### src/rtl/load_align_unit_if.sv
// Bus bundle for load_align_unit: core request, memory read port and core response.
// The unit connects through the slave modport; the surrounding core/memory use master.
interface load_align_unit_if #(
  parameter int unsigned XLEN   = 32,
  parameter int unsigned ADDR_W = 32
);
  logic              req_valid;
  logic              req_ready;
  logic [ADDR_W-1:0] req_addr;
  logic [2:0]        req_funct3;
  logic [4:0]        req_rd;

  logic              mem_req_valid;
  logic              mem_req_ready;
  logic [ADDR_W-1:0] mem_addr;
  logic              mem_resp_valid;
  logic [XLEN-1:0]   mem_rdata;

  logic              rsp_valid;
  logic              rsp_ready;
  logic [XLEN-1:0]   rsp_data;
  logic [4:0]        rsp_rd;
  logic              rsp_fault;

  modport slave (
    input  req_valid, req_addr, req_funct3, req_rd,
    output req_ready,
    output mem_req_valid, mem_addr,
    input  mem_req_ready, mem_resp_valid, mem_rdata,
    output rsp_valid, rsp_data, rsp_rd, rsp_fault,
    input  rsp_ready
  );

  modport master (
    output req_valid, req_addr, req_funct3, req_rd,
    input  req_ready,
    input  mem_req_valid, mem_addr,
    output mem_req_ready, mem_resp_valid, mem_rdata,
    input  rsp_valid, rsp_data, rsp_rd, rsp_fault,
    output rsp_ready
  );
endinterface

### src/rtl/load_align_unit.sv
// Load-data unit: issues one or two word-aligned reads per load, merges and
// extracts the addressed bytes, and sign/zero-extends per RISC-V funct3.
module load_align_unit #(
  parameter int unsigned XLEN               = 32,
  parameter int unsigned ADDR_W             = 32,
  parameter bit          SUPPORT_MISALIGNED = 1'b1
) (
  input logic              clk,
  input logic              reset,
  load_align_unit_if.slave bus
);
  localparam int unsigned BYTES = XLEN / 8;
  localparam int unsigned OFF_W = $clog2(BYTES);

  typedef enum logic [2:0] {IDLE, REQ0, WAIT0, REQ1, WAIT1, RESP} state_t;

  state_t            state_q, state_d;
  logic [ADDR_W-1:0] mem_addr_q, mem_addr_d;
  logic [OFF_W-1:0]  off_q, off_d;
  logic [2:0]        funct3_q, funct3_d;
  logic [4:0]        rd_q, rd_d;
  logic              split_q, split_d;
  logic [XLEN-1:0]   word0_q, word0_d;
  logic [XLEN-1:0]   rsp_data_q, rsp_data_d;
  logic [4:0]        rsp_rd_q, rsp_rd_d;
  logic              rsp_fault_q, rsp_fault_d;

  // Request decode, evaluated on the incoming request while IDLE.
  logic [OFF_W-1:0] req_off;
  logic [3:0]       req_size;
  logic [2:0]       req_mask;
  logic             legal, misaligned, req_split, req_fault;

  always_comb begin
    req_off    = bus.req_addr[OFF_W-1:0];
    req_size   = 4'd1 << bus.req_funct3[1:0];
    req_mask   = 3'(req_size - 4'd1);
    misaligned = |(bus.req_addr[2:0] & req_mask);
    req_split  = (5'(req_off) + 5'(req_size)) > 5'(BYTES);
    legal      = 1'b0;
    case (bus.req_funct3)
      3'b000, 3'b001, 3'b010, 3'b100, 3'b101: legal = 1'b1;
      3'b011, 3'b110:                         legal = (XLEN == 64);
      default:                                legal = 1'b0;
    endcase
    req_fault = !legal || (misaligned && !SUPPORT_MISALIGNED);
  end

  // Merge the returned word(s), shift the addressed byte to lane 0, then extend.
  logic [2*XLEN-1:0] merged;
  logic [XLEN-1:0]   raw, loaded;
  logic [6:0]        nbits;
  logic              sbit;

  always_comb begin
    merged = '0;
    if (split_q) merged = {bus.mem_rdata, word0_q};
    else         merged[XLEN-1:0] = bus.mem_rdata;
    raw   = XLEN'(merged >> {off_q, 3'b000});
    nbits = 7'd8 << funct3_q[1:0];
    sbit  = 1'b0;
    for (int unsigned i = 0; i < XLEN; i++) begin
      if (i == 32'(nbits) - 1) sbit = raw[i];
    end
    sbit = sbit & ~funct3_q[2];
    loaded = '0;
    for (int unsigned i = 0; i < XLEN; i++) begin
      loaded[i] = (i < 32'(nbits)) ? raw[i] : sbit;
    end
  end

  always_comb begin
    state_d     = state_q;
    mem_addr_d  = mem_addr_q;
    off_d       = off_q;
    funct3_d    = funct3_q;
    rd_d        = rd_q;
    split_d     = split_q;
    word0_d     = word0_q;
    rsp_data_d  = rsp_data_q;
    rsp_rd_d    = rsp_rd_q;
    rsp_fault_d = rsp_fault_q;
    case (state_q)
      IDLE: begin
        if (bus.req_valid) begin
          off_d    = req_off;
          funct3_d = bus.req_funct3;
          rd_d     = bus.req_rd;
          split_d  = req_split;
          if (req_fault) begin
            rsp_fault_d = 1'b1;
            rsp_data_d  = '0;
            rsp_rd_d    = bus.req_rd;
            state_d     = RESP;
          end else begin
            mem_addr_d = bus.req_addr & ~ADDR_W'(BYTES - 1);
            state_d    = REQ0;
          end
        end
      end
      REQ0: if (bus.mem_req_ready) state_d = WAIT0;
      WAIT0: begin
        if (bus.mem_resp_valid) begin
          if (split_q) begin
            word0_d    = bus.mem_rdata;
            mem_addr_d = mem_addr_q + ADDR_W'(BYTES);
            state_d    = REQ1;
          end else begin
            rsp_data_d  = loaded;
            rsp_rd_d    = rd_q;
            rsp_fault_d = 1'b0;
            state_d     = RESP;
          end
        end
      end
      REQ1: if (bus.mem_req_ready) state_d = WAIT1;
      WAIT1: begin
        if (bus.mem_resp_valid) begin
          rsp_data_d  = loaded;
          rsp_rd_d    = rd_q;
          rsp_fault_d = 1'b0;
          state_d     = RESP;
        end
      end
      RESP: if (bus.rsp_ready) state_d = IDLE;
      default: state_d = IDLE;
    endcase
  end

  always_ff @(posedge clk) begin
    if (reset) begin
      state_q     <= IDLE;
      mem_addr_q  <= '0;
      off_q       <= '0;
      funct3_q    <= '0;
      rd_q        <= '0;
      split_q     <= 1'b0;
      word0_q     <= '0;
      rsp_data_q  <= '0;
      rsp_rd_q    <= '0;
      rsp_fault_q <= 1'b0;
    end else begin
      state_q     <= state_d;
      mem_addr_q  <= mem_addr_d;
      off_q       <= off_d;
      funct3_q    <= funct3_d;
      rd_q        <= rd_d;
      split_q     <= split_d;
      word0_q     <= word0_d;
      rsp_data_q  <= rsp_data_d;
      rsp_rd_q    <= rsp_rd_d;
      rsp_fault_q <= rsp_fault_d;
    end
  end

  assign bus.req_ready     = (state_q == IDLE);
  assign bus.mem_req_valid = (state_q == REQ0) || (state_q == REQ1);
  assign bus.mem_addr      = mem_addr_q;
  assign bus.rsp_valid     = (state_q == RESP);
  assign bus.rsp_data      = rsp_data_q;
  assign bus.rsp_rd        = rsp_rd_q;
  assign bus.rsp_fault     = rsp_fault_q;
endmodule

### src/flat_wrapper.sv
// flat-port wrapper written by rule: the top's interface ports become plain ports
module load_align_unit_flat 
#(
  parameter int unsigned XLEN               = 32,
  parameter int unsigned ADDR_W             = 32,
  parameter bit          SUPPORT_MISALIGNED = 1'b1
)
  (clk, reset, bus_req_valid, bus_req_addr, bus_req_funct3, bus_req_rd, bus_req_ready, bus_mem_req_valid, bus_mem_addr, bus_mem_req_ready, bus_mem_resp_valid, bus_mem_rdata, bus_rsp_valid, bus_rsp_data, bus_rsp_rd, bus_rsp_fault, bus_rsp_ready);
  load_align_unit_if #(.XLEN(XLEN), .ADDR_W(ADDR_W)) bus_i ();
  input logic clk;
  input logic reset;
  input wire logic [$bits(bus_i.req_valid)-1:0] bus_req_valid;
  input wire logic [$bits(bus_i.req_addr)-1:0] bus_req_addr;
  input wire logic [$bits(bus_i.req_funct3)-1:0] bus_req_funct3;
  input wire logic [$bits(bus_i.req_rd)-1:0] bus_req_rd;
  output wire logic [$bits(bus_i.req_ready)-1:0] bus_req_ready;
  output wire logic [$bits(bus_i.mem_req_valid)-1:0] bus_mem_req_valid;
  output wire logic [$bits(bus_i.mem_addr)-1:0] bus_mem_addr;
  input wire logic [$bits(bus_i.mem_req_ready)-1:0] bus_mem_req_ready;
  input wire logic [$bits(bus_i.mem_resp_valid)-1:0] bus_mem_resp_valid;
  input wire logic [$bits(bus_i.mem_rdata)-1:0] bus_mem_rdata;
  output wire logic [$bits(bus_i.rsp_valid)-1:0] bus_rsp_valid;
  output wire logic [$bits(bus_i.rsp_data)-1:0] bus_rsp_data;
  output wire logic [$bits(bus_i.rsp_rd)-1:0] bus_rsp_rd;
  output wire logic [$bits(bus_i.rsp_fault)-1:0] bus_rsp_fault;
  input wire logic [$bits(bus_i.rsp_ready)-1:0] bus_rsp_ready;
  assign bus_i.req_valid = bus_req_valid;
  assign bus_i.req_addr = bus_req_addr;
  assign bus_i.req_funct3 = bus_req_funct3;
  assign bus_i.req_rd = bus_req_rd;
  assign bus_req_ready = bus_i.req_ready;
  assign bus_mem_req_valid = bus_i.mem_req_valid;
  assign bus_mem_addr = bus_i.mem_addr;
  assign bus_i.mem_req_ready = bus_mem_req_ready;
  assign bus_i.mem_resp_valid = bus_mem_resp_valid;
  assign bus_i.mem_rdata = bus_mem_rdata;
  assign bus_rsp_valid = bus_i.rsp_valid;
  assign bus_rsp_data = bus_i.rsp_data;
  assign bus_rsp_rd = bus_i.rsp_rd;
  assign bus_rsp_fault = bus_i.rsp_fault;
  assign bus_i.rsp_ready = bus_rsp_ready;
  load_align_unit #(.XLEN(XLEN), .ADDR_W(ADDR_W), .SUPPORT_MISALIGNED(SUPPORT_MISALIGNED)) u_core (.clk(clk), .reset(reset), .bus(bus_i));
endmodule
### config.mk
export PLATFORM = sky130hd
export DESIGN_NAME = load_align_unit_flat
export DESIGN_NICKNAME = d
export VERILOG_FILES = /design/src/rtl/load_align_unit_if.sv /design/src/rtl/load_align_unit.sv /design/src/flat_wrapper.sv
export SDC_FILE = /design/constraint.sdc
export NUM_CORES = 1
export LEC_CHECK = 0
export CAP_MARGIN = 20
export CORE_MARGIN = 2
export CORE_UTILIZATION = 56
export CTS_BUF_LIST = sky130_fd_sc_hd__clkbuf_8
export CTS_CLUSTER_DIAMETER = 30
export DETAILED_ROUTE_END_ITERATION = 10
export PLACE_DENSITY = 0.88
export SLEW_MARGIN = 15
export SYNTH_ARGS = -nofsm -noshare
export SYNTH_HDL_FRONTEND = slang
export SYNTH_SLANG_ARGS = --single-unit
### constraint.sdc
create_clock -name clk -period 4.6 [get_ports clk]
set_clock_uncertainty 0.15 [all_clocks]
set_input_delay 0.46 -clock clk [delete_from_list [all_inputs] [get_ports clk]]
set_output_delay 0.46 -clock clk [all_outputs]
set_load 0.05 [all_outputs]
==> flow_summary_export.csv <==
group,metric,value,unit
grt,grt_use_total,30.31,%
sta,max_clock_freq,0.3353,GHz
synthesis,synth.most_common_cell,"nand2_1",
layout,diodes,0,
clocking,path_clk_slew,0.08,ns
placement,portBuffers,148,
grt,grt_overflow_total,0,
setup_path,r2r_start,"u_core.off_q[1]",
setup_path,path_depth,3,
setup_path,crit_path_start_kind,"register",
detailed_routing,top_layer,"met4",
detailed_routing,via_per_inst,6.369,
layout,final_common_cell,"clkdlybuf4s50_1",
setup_path,cp-startpoint,"u_core.state_q[2]",
grt,antenna_found_initial,0,
synthesis,ys_chip_area,6406,sq um
setup_path,slowest_delay,0.83,ns
setup_path,crit_required,3.99,ns
run,cap_violations,0,
setup_path,ff2ff_setup_slack,1.78,ns
run,warnings,26,
layout,buffer_area_share,18.97,%
die,die-area,12310,sq um
power_and_ir_drop,power,4489,uW
detailed_routing,drt-met1-wl,7372,microns
sta,period_used_share,64.83,%
synthesis,ys_sh_simple,20.76,%
layout,comb_share,45.91,%
clocking,holdBufCountCts,0,
power_and_ir_drop,intPower,2421,uW
layout,comb_cells,591,
grt,use_met3,7.600,%
clocking,numCtsBuffers,17,
layout,seqCellArea,2285,sq um
placement,place_hpwl,13040,microns
die,die_w,111.0,microns
placement,dpl.cell_count,1014,
power_and_ir_drop,power_leader,"combinational logic",
synthesis,edf_count,0,
synthesis,syn_inst,780,
clocking,cts_resized,0,
grt,grt_pass1_wl,30620,microns
sta,fin_setup_tns,0,ns
grt,grt_max_degree,78,
synthesis,synth_flops,114,
clocking,cts_root_buf,"clkbuf_8",
setup_path,critPathTopFamily,"buffers and inverters",
worst_hold_path,hold_path_class,"register to register",
clocking,clkSinkCount,114,
die,rows,39,
grt,grt-busiest-layer,"met2",
power_and_ir_drop,p_clk,914,uW
detailed_routing,wl_met2,9117,microns
run_status,outcome,"finished clean",
worst_hold_path,hold_start,"u_core.word0_q[28]",
sta,relSlewSlack,32.57,%
placement,placed_cell_area,7805,sq um
power_and_ir_drop,p_leak,0.002793,uW
detailed_routing,post-route-drc-count,0,
sta,timing.final.ws_setup,1.618,ns
layout,seq-cell-share,27.87,%
synthesis,syn-cell-area,6406,sq um
setup_path,rr_endpoint,"u_core.bus.rsp_data[28]",
power_and_ir_drop,pg_seq,1470,uW
setup_path,crit_slowest_cell,"dfxtp_1",
setup_path,path_class,"register to output pin",
clocking,htree_levels,4,
synthesis,xor_share,0.1367,%
sta,slew_violations,0,
placement,dp_slack,1.554,ns
detailed_routing,drtPass1Iterations,6,
synthesis,logic_family,"AND-OR/OR-AND gates",
sta,rsz0062_at_grt,"no",
sta,hold_ws,0.3069,ns
layout,mi_logic_area,3764,sq um
sta,tightest_slew,1.010,ns
setup_path,worstRegToRegCells,5,
clocking,cts_tree,"done",
die,initCoreUtil,56.83,%
synthesis,ys_types,73,
synthesis,yosysWarnings,0,
layout,clkbuf_count,17,
synthesis,yosys_cells,780,
detailed_routing,drtIter0Drc,781,
worst_hold_path,min_to,"u_core.word0_q[28]",
==> images/layer_met1.png <==
Bar = 20 microns. Supply wires on this layer in grey.
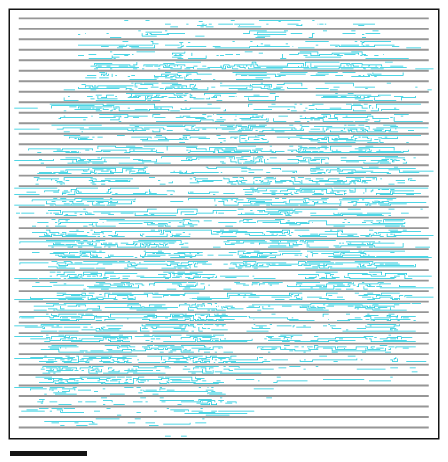
longest straight run	27.1 microns
nets with wire on the layer	886
share of all routed wire	39%
wire length on this layer	7370 microns
Routed WL: 19080 microns
met1 Use GR: 36.00%
Via Count: 6668

==> images/layer_met2.png <==
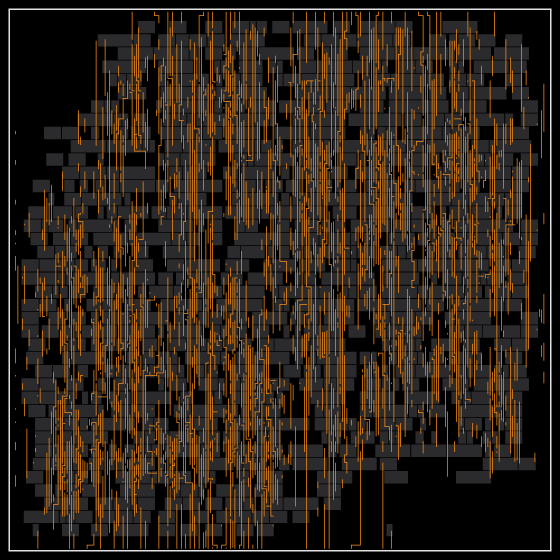
nets with wire on the layer	863
main direction	vertical
longest straight run	47.9 microns
GR Util met2: 50.39%

==> images/layer_met3.png <==
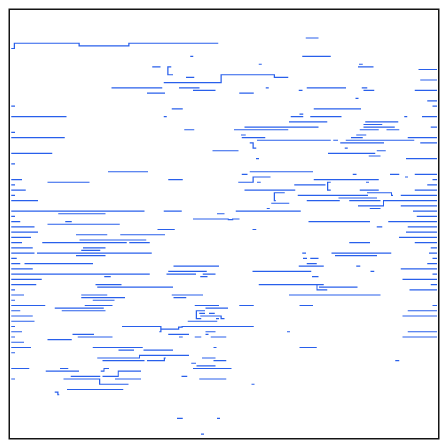
longest straight run	35.6 microns
share of all routed wire	8.8%
main direction	horizontal
nets with wire on the layer	177

Power and IR drop assume default switching activity.
